**Power grid**

The bar under the picture is 20 um long. Pins as bars on the die edge.
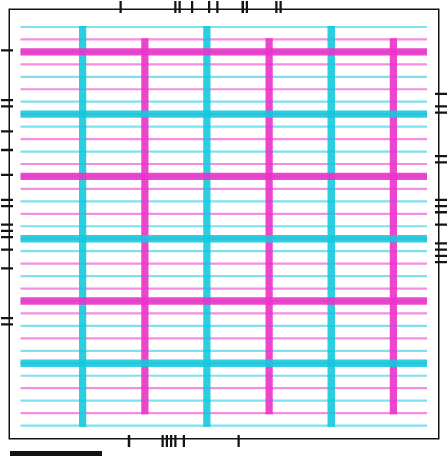
**Placed cells, one colour a class**

The bar under the picture is 20 um long.
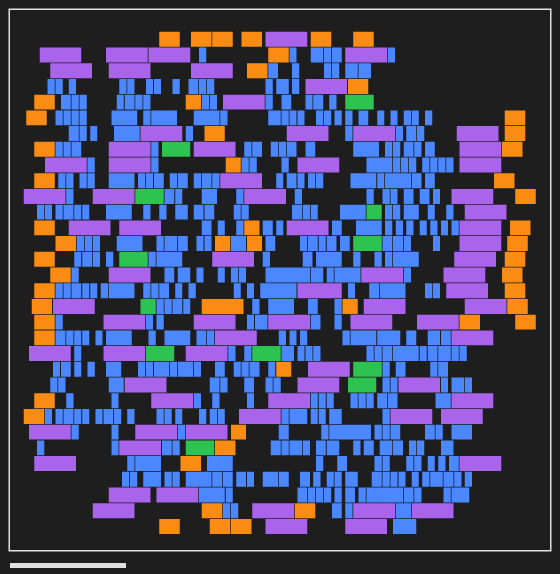
**Clock distribution**

The bar under the picture is 20 um long.
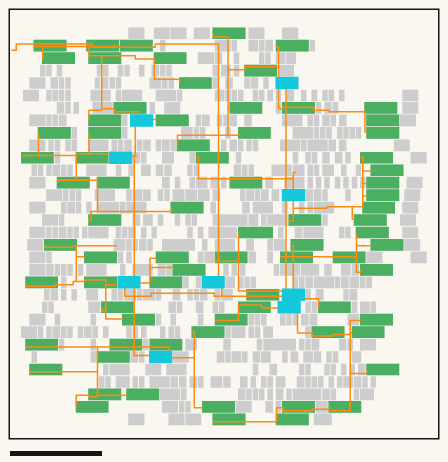
**Routed metal, one colour a layer**

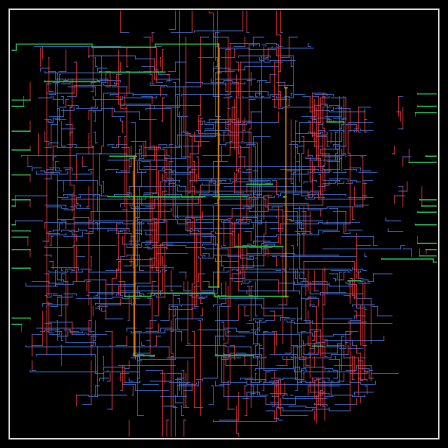
**Congestion heat map**

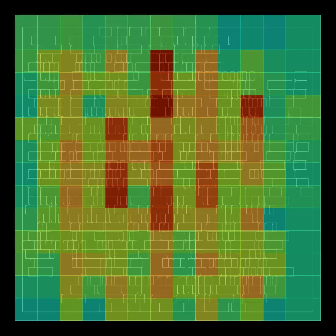
$ cat config.mk
export PLATFORM = sky130hd
export DESIGN_NAME = display_mux_n
export DESIGN_NICKNAME = d
export VERILOG_FILES = /design/src/rtl/display_mux_n_pkg.sv /design/src/rtl/display_mux_n_lz_mask_gen.sv /design/src/rtl/display_mux_n.sv
export SDC_FILE = /design/constraint.sdc
export NUM_CORES = 1
export LEC_CHECK = 0
export ABC_AREA = 1
export CAP_MARGIN = 20
export CORE_MARGIN = 2
export CORE_UTILIZATION = 48
export CTS_BUF_LIST = sky130_fd_sc_hd__clkbuf_4 sky130_fd_sc_hd__clkbuf_8
export DETAILED_ROUTE_END_ITERATION = 10
export PLACE_DENSITY = 0.7
export SYNTH_ARGS = -nofsm -noshare
export SYNTH_HDL_FRONTEND = slang
export SYNTH_SLANG_ARGS = --single-unit
$ cat constraint.sdc
create_clock -name clk -period 2.15 [get_ports clk]
set_clock_uncertainty 0.05 [all_clocks]
set_input_delay 0.3225 -clock clk [delete_from_list [all_inputs] [get_ports clk]]
set_output_delay 0.3225 -clock clk [all_outputs]
set_load 0.01 [all_outputs]
$ cat src/rtl/display_mux_n_pkg.sv
// Shared constants for the multiplexed 7-segment display driver:
// blank pattern and the HEX-to-segment decode table (gfedcba, active-low).
package display_pkg;

  localparam logic [6:0] SEG_BLANK = 7'h7F;

  // Entry n is the segment pattern for nibble n; entry 15 is written first.
  localparam logic [15:0][6:0] HEX_SEG = {
    7'h0E, 7'h06, 7'h21, 7'h46, 7'h03, 7'h08, 7'h10, 7'h00,
    7'h78, 7'h02, 7'h12, 7'h19, 7'h30, 7'h24, 7'h79, 7'h40
  };

  function automatic logic [6:0] hex2seg(input logic [3:0] nib);
    return HEX_SEG[nib];
  endfunction

endpackage

$ cat src/rtl/display_mux_n_lz_mask_gen.sv
// Per-digit dark mask: leading-zero suppression ORed with the live blank mask.
// Digit 0 is never leading-zero blanked, so only the upper nibbles are needed.
module lz_mask_gen #(
  parameter int NDIG = 4
) (
  input  logic [4*(NDIG-1)-1:0] i_nib_upper,
  input  logic                  i_lz_blank,
  input  logic [NDIG-1:0]       i_blank_mask,
  output logic [NDIG-1:0]       o_dark
);

  logic [NDIG-1:1] w_zero;
  logic [NDIG-1:1] w_lz_run;

  assign o_dark[0] = i_blank_mask[0];

  // w_lz_run[i] is set when nibble i and every higher nibble are zero.
  generate
    for (genvar gi = 1; gi < NDIG; gi++) begin : g_dig
      assign w_zero[gi] = (i_nib_upper[4*(gi-1) +: 4] == 4'h0);
      if (gi == NDIG-1) begin : g_top
        assign w_lz_run[gi] = w_zero[gi];
      end else begin : g_mid
        assign w_lz_run[gi] = w_zero[gi] & w_lz_run[gi+1];
      end
      assign o_dark[gi] = i_blank_mask[gi] | (i_lz_blank & w_lz_run[gi]);
    end
  endgenerate

endmodule

$ cat src/rtl/display_mux_n.sv
// N-digit multiplexed 7-segment driver with frame-coherent shadow loading,
// blanking, decimal points, PWM brightness, dead time and a scan-rate tick.
module display_mux_n
  import display_pkg::*;
#(
  parameter int NDIG      = 4,
  parameter int FCLK_KHZ  = 50000,
  parameter int FSCAN_KHZ = 1,
  parameter int BRIGHT_W  = 3,
  parameter int DEAD_CLKS = 16
) (
  input  logic                clk,
  input  logic                rst,
  input  logic [4*NDIG-1:0]   dat,
  input  logic                load,
  input  logic [NDIG-1:0]     dp_mask,
  input  logic [NDIG-1:0]     blank_mask,
  input  logic                lz_blank,
  input  logic [BRIGHT_W-1:0] bright,
  output logic [NDIG-1:0]     AN,
  output logic [6:0]          seg,
  output logic                seg_P,
  output logic                ce1ms,
  output logic                frame_done
);

  localparam int DIV   = FCLK_KHZ / FSCAN_KHZ;
  localparam int CB_W  = $clog2(DIV + 1);
  localparam int DIG_W = (NDIG > 1) ? $clog2(NDIG) : 1;

  localparam logic [CB_W-1:0]  CB_ONE   = CB_W'(1);
  localparam logic [CB_W-1:0]  CB_DIV   = CB_W'(DIV);
  localparam logic [CB_W-1:0]  CB_DEAD  = CB_W'(DEAD_CLKS);
  localparam logic [DIG_W-1:0] DIG_LAST = DIG_W'(NDIG - 1);

  logic [CB_W-1:0]     r_cb;
  logic [DIG_W-1:0]    r_cb_dig;
  logic [BRIGHT_W-1:0] r_pwm_cnt;
  logic                r_ce1ms;

  logic [4*NDIG-1:0]   r_disp;
  logic [NDIG-1:0]     r_dp;
  logic [4*NDIG-1:0]   r_shadow;
  logic [NDIG-1:0]     r_shadow_dp;
  logic                r_pend;
  logic                r_frame_done;

  logic [NDIG-1:0]     r_an;
  logic [6:0]          r_seg;
  logic                r_seg_p;

  logic                w_ce;
  logic                w_boundary;
  logic [NDIG-1:0]     w_dark;
  logic [3:0]          w_nib;
  logic                w_on;

  assign w_ce       = (r_cb == CB_DIV);
  assign w_boundary = w_ce && (r_cb_dig == DIG_LAST);

  always_ff @(posedge clk) begin
    if (rst) begin
      r_cb      <= CB_ONE;
      r_cb_dig  <= '0;
      r_pwm_cnt <= '0;
      r_ce1ms   <= 1'b0;
    end else begin
      r_pwm_cnt <= r_pwm_cnt + 1'b1;
      r_cb      <= w_ce ? CB_ONE : r_cb + CB_ONE;
      r_ce1ms   <= w_ce;
      if (w_ce) begin
        r_cb_dig <= (r_cb_dig == DIG_LAST) ? '0 : r_cb_dig + 1'b1;
      end
    end
  end

  // A load coinciding with the frame boundary bypasses the shadow entirely.
  always_ff @(posedge clk) begin
    if (rst) begin
      r_disp       <= '0;
      r_dp         <= '0;
      r_shadow     <= '0;
      r_shadow_dp  <= '0;
      r_pend       <= 1'b0;
      r_frame_done <= 1'b0;
    end else begin
      r_frame_done <= 1'b0;
      if (w_boundary && load) begin
        r_disp       <= dat;
        r_dp         <= dp_mask;
        r_shadow     <= dat;
        r_shadow_dp  <= dp_mask;
        r_pend       <= 1'b0;
        r_frame_done <= 1'b1;
      end else if (w_boundary && r_pend) begin
        r_disp       <= r_shadow;
        r_dp         <= r_shadow_dp;
        r_pend       <= 1'b0;
        r_frame_done <= 1'b1;
      end else if (load) begin
        r_shadow    <= dat;
        r_shadow_dp <= dp_mask;
        r_pend      <= 1'b1;
      end
    end
  end

  lz_mask_gen #(
    .NDIG(NDIG)
  ) u_lz_mask_gen (
    .i_nib_upper (r_disp[4*NDIG-1:4]),
    .i_lz_blank  (lz_blank),
    .i_blank_mask(blank_mask),
    .o_dark      (w_dark)
  );

  assign w_nib = r_disp[4*r_cb_dig +: 4];
  assign w_on  = (r_cb > CB_DEAD) && (r_pwm_cnt <= bright) && !w_dark[r_cb_dig];

  always_ff @(posedge clk) begin
    if (rst) begin
      r_an    <= '1;
      r_seg   <= SEG_BLANK;
      r_seg_p <= 1'b1;
    end else begin
      r_an    <= '1;
      r_seg   <= SEG_BLANK;
      r_seg_p <= 1'b1;
      if (w_on) begin
        r_an[r_cb_dig] <= 1'b0;
        r_seg          <= hex2seg(w_nib);
        r_seg_p        <= ~r_dp[r_cb_dig];
      end
    end
  end

  assign AN         = r_an;
  assign seg        = r_seg;
  assign seg_P      = r_seg_p;
  assign ce1ms      = r_ce1ms;
  assign frame_done = r_frame_done;

endmodule

==> results_slide.txt <==
Physical Implementation Snapshot

Power
  – Pint: 2000 uW
  – P_seq: 1460 uW
  – Leak: 0.00203 uW

Worst setup path
  – Crit path capture type: flip-flop
  – Worst path slowest cell: dfxtp_1
  – CP dominant cell by count: nand2_1
  – Crit path to: seg[5]$_SDFF_PP1_
  – Setup crit start kind: flip-flop

Cells and area
  – Flop count: 76
  – Top cell category: logic gates
  – Nets@finish: 631
  – Inserted Diodes: 0

Synth
  – Aoi share: 0.128
  – Ys flops: 76
  – Adder share: 0.0521
  – Dominant comb cell: simple AND/OR/NAND/NOR gates
  – Yosys chip area: 0.00384 sq mm

Route
  – Max layer used: met4
  – Wirelength per Cell: 10.8 um
  – Vias/cell: 4.75
  – Initial DRC count: 230

Die
  – Fp util: 0.497

Final timing
  – Final Hold Vio Count: 0
  – Period utilisation layout: 0.901
  – Worst slew pin tran: 0.344 ns

Global routing
  – Initial antenna violation count: 0
  – Pin count of the biggest net entering global routing: 25

Status
  – Status: complete, no violations

Placement
  – Pre-CTS setup slack: -0.0177 ns
Notes on 'power grid' above:
Key: VSS = cyan; VDD = magenta
45 signal pins sit on the boundary. 6 straps on met4. 33 met1 rails follow the rows. 6 straps on met5. The core has 32 rows.

Notes on 'placed cells, one colour a class' above:
Key: remaining logic cells = blue [cells 444, share of their area 50%]; registers = purple [cells 76, share of their area 35%]; remaining buffers and delay cells = orange [cells 53, share of their area 12%]; clock drivers and dummy loads = green [cells 12, share of their area 3.5%]
flop share of the area: 0.336
Final Util: 0.586
Post-Layout Inst Area: 0.00453 sq mm

Notes on 'clock distribution' above:
Key: flip-flops = green [count 76]; clock wires = orange [length 956 um]; clock-net drivers = cyan [count 9]
There are 10 routed clock nets.

Notes on 'routed metal, one colour a layer' above:
Key: M1 = blue [wire length 3570 um]; M2 = red [wire length 3410 um]; M4 = orange [wire length 142 um]; M3 = green [wire length 288 um]
GRT Total Usage: 0.188
DRT Wirelength: 7.42 mm

Notes on 'congestion heat map' above:
GR Util met1: 0.244
met2 Track Usage GR: 0.306

No activity file was given, so power comes from the tool's default toggle rates.
